`src/rtl/jk_register_bank.sv`:
```
// jk_register_bank: per-bit JK / load / up-down count / serial shift register word; `JKR_SHIFT_MODE_EN enables mode 11 shifting
module jk_register_bank #(
  parameter int WIDTH = 4,
  parameter logic [WIDTH-1:0] PRESET_VAL = {WIDTH{1'b1}}
) (
  input  logic             clk,
  input  logic             preset,
  input  logic             sclr,
  input  logic             en,
  input  logic [1:0]       mode,
  input  logic [WIDTH-1:0] j,
  input  logic [WIDTH-1:0] k,
  input  logic [WIDTH-1:0] d,
  input  logic             dir,
  input  logic             ser_in,
  output logic [WIDTH-1:0] q,
  output logic [WIDTH-1:0] q_bar,
  output logic             tc,
  output logic             ser_out
);
  logic [WIDTH-1:0] nxt, cnt, sh;
  assign cnt = dir ? q + WIDTH'(1) : q - WIDTH'(1);
`ifdef JKR_SHIFT_MODE_EN
  assign sh = (q << 1) | WIDTH'(ser_in);
  assign ser_out = q[WIDTH-1];
`else
  logic unused_ser_in;
  assign unused_ser_in = ser_in;
  assign sh = q;
  assign ser_out = 1'b0;
`endif
  // next word for the selected mode; JK uses the characteristic equation j&~q | ~k&q
  always_comb
    nxt = mode == 2'b00 ? (j & ~q) | (~k & q) :
          mode == 2'b01 ? d :
          mode == 2'b10 ? cnt : sh;
  // async preset dominates, then sync clear, then enable
  always_ff @(posedge clk or posedge preset)
    if (preset) q <= PRESET_VAL;
    else if (sclr) q <= '0;
    else if (en) q <= nxt;
  assign q_bar = ~q;
  assign tc = en & ~sclr & (mode == 2'b10) & (dir ? &q : ~|q);
endmodule

```
`config.mk`:
```
export PLATFORM = sky130hd
export DESIGN_NAME = jk_register_bank
export DESIGN_NICKNAME = d
export VERILOG_FILES = /design/src/rtl/jk_register_bank.sv
export SDC_FILE = /design/constraint.sdc
export NUM_CORES = 1
export LEC_CHECK = 0
export CORE_AREA = 2 2 39 41
export CTS_CLUSTER_DIAMETER = 100
export CTS_CLUSTER_SIZE = 12
export DETAILED_ROUTE_END_ITERATION = 10
export DIE_AREA = 0 0 41 43
export PLACE_DENSITY = 0.82
export SLEW_MARGIN = 10
export SYNTH_ARGS = -nofsm -noshare
export SYNTH_HDL_FRONTEND = slang
export SYNTH_SLANG_ARGS = --single-unit
```
`constraint.sdc`:
```
create_clock -name clk -period 3.35 [get_ports clk]
set_input_delay 1.005 -clock clk [delete_from_list [all_inputs] [get_ports clk]]
set_output_delay 1.005 -clock clk [all_outputs]
set_load 0.01 [all_outputs]
```
**Power grid**

Pins as bars on the die edge. Tap cells in gray.
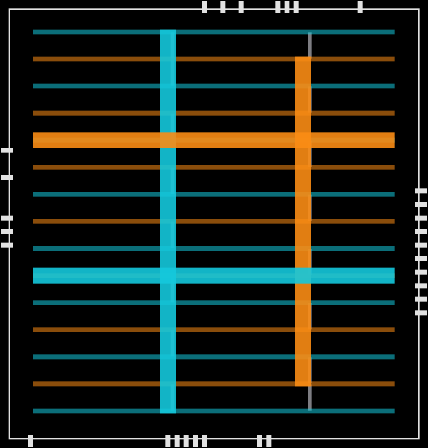
orange -> VDD
cyan -> VSS
met4 straps = 2
tap cells = 16
met1 rails = 15

**Clock wiring as the flow saved it**

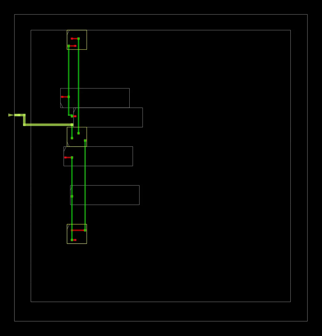
clk latency late pin: 0.23 ns
number of buffers created by CTS: 3
flop count: 4
number of clock-tree buffers in the layout: 3
total clock sinks: 4

**Metal 2**

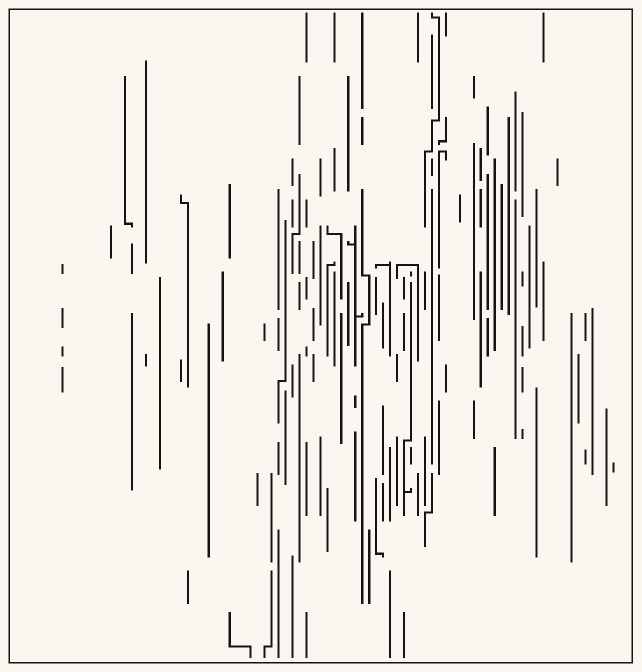
wire length on this layer = 685 um
nets with wire on the layer = 103
longest straight run = 18.4 um
main direction = vertical
vias post-DR: 561
DRT Wirelength: 1330 um

==> notes.md <==
The run has ended; figures from its reports follow.

The run finished with clean final reports. The tree is rooted in a sky130_fd_sc_hd__clkbuf_4. The global-route track usage on met1 is 20.0%.

The data arrival time of the worst path is 2.17 ns. The commonest register cell is sky130_fd_sc_hd__dfstp_2. The core box area is 1380 um2. The cell type group with the largest total delay on the critical path is buffers and inverters. The number of cells upsized or downsized after cts is 1.

The area of the synthesized netlist per yosys stat is 484 um2. The relative area change from synthesis to final layout is 68.2%. In the final routed layout, each cell accounts on average for 11.9 um.

The max-capacitance violation count is 0. The number of global-route vias before repair came to 554. The total setup violations reported at the end of the flow is 0.

The largest register by flop count is q. The total stage count of the critical path came out at 5. The detailed placer reported the number of placed instances as 108. The flip-flop and latch count after synthesis is 4. The diode insertion count for antenna repair is 0.

A synthesized cell averages 7.69 um2. The area fraction in compound gates is 26.1%. The post-synthesis adder-cell area fraction came out at 17.1%.

The worst hold slack after final layout is 0.624 ns. The final period demand of the worst path is 3.17 ns. According to the timing report, the critical path is captured at tc. The flip-flop count of the largest register, all copies and words added came out at 4. The highest metal layer used by the detailed router is met3.

The count of cells in the finished layout, fillers not included, comes to 111. The capture point of the worst register-to-register path is recorded as q[1]. Per the layout report, the design carries 31 non-clock buffers. The worst setup path is captured at an output pin. The layout report lists the combined flip-flop and latch area as 105 um2. The sequential fraction of total cell area is 12.9%. The clock network power consumption is 57.4 uW.

The max-slew violation total from the final report is 0. OpenROAD reports that the post-layout worst path occupies 94.7% of the period. Non-clock inverters in the final layout number 9. For the worst min-delay path, the startpoint reported by OpenROAD is q[1]. The buffering overhead came out at 36.7%. The reported leakage power is 0.000344 uW. In this run the tools logged warnings totalling 29. The net switching fraction of the power is 31.4%. The number of unique standard cell types used by synthesis is 25. The congestion estimate from routability-driven global placement came to 0.757.

The number of enable flip-flop cells is 0. The flow inserted 16 tap cells. The first TritonRoute pass finished after 4 iterations. The met3 usage came out at 1.57%. The timing report shows that the slowest cell on the worst path is sky130_fd_sc_hd__clkdlybuf4s50_1.

The worst hold path cell count came out at 1. The top cell types in the final layout, fill and taps aside, are sky130_fd_sc_hd__clkdlybuf4s50_1, sky130_fd_sc_hd__inv_1, sky130_fd_sc_hd__nand2_1, sky130_fd_sc_hd__o21ai_0.
Power and IR drop assume default switching activity.
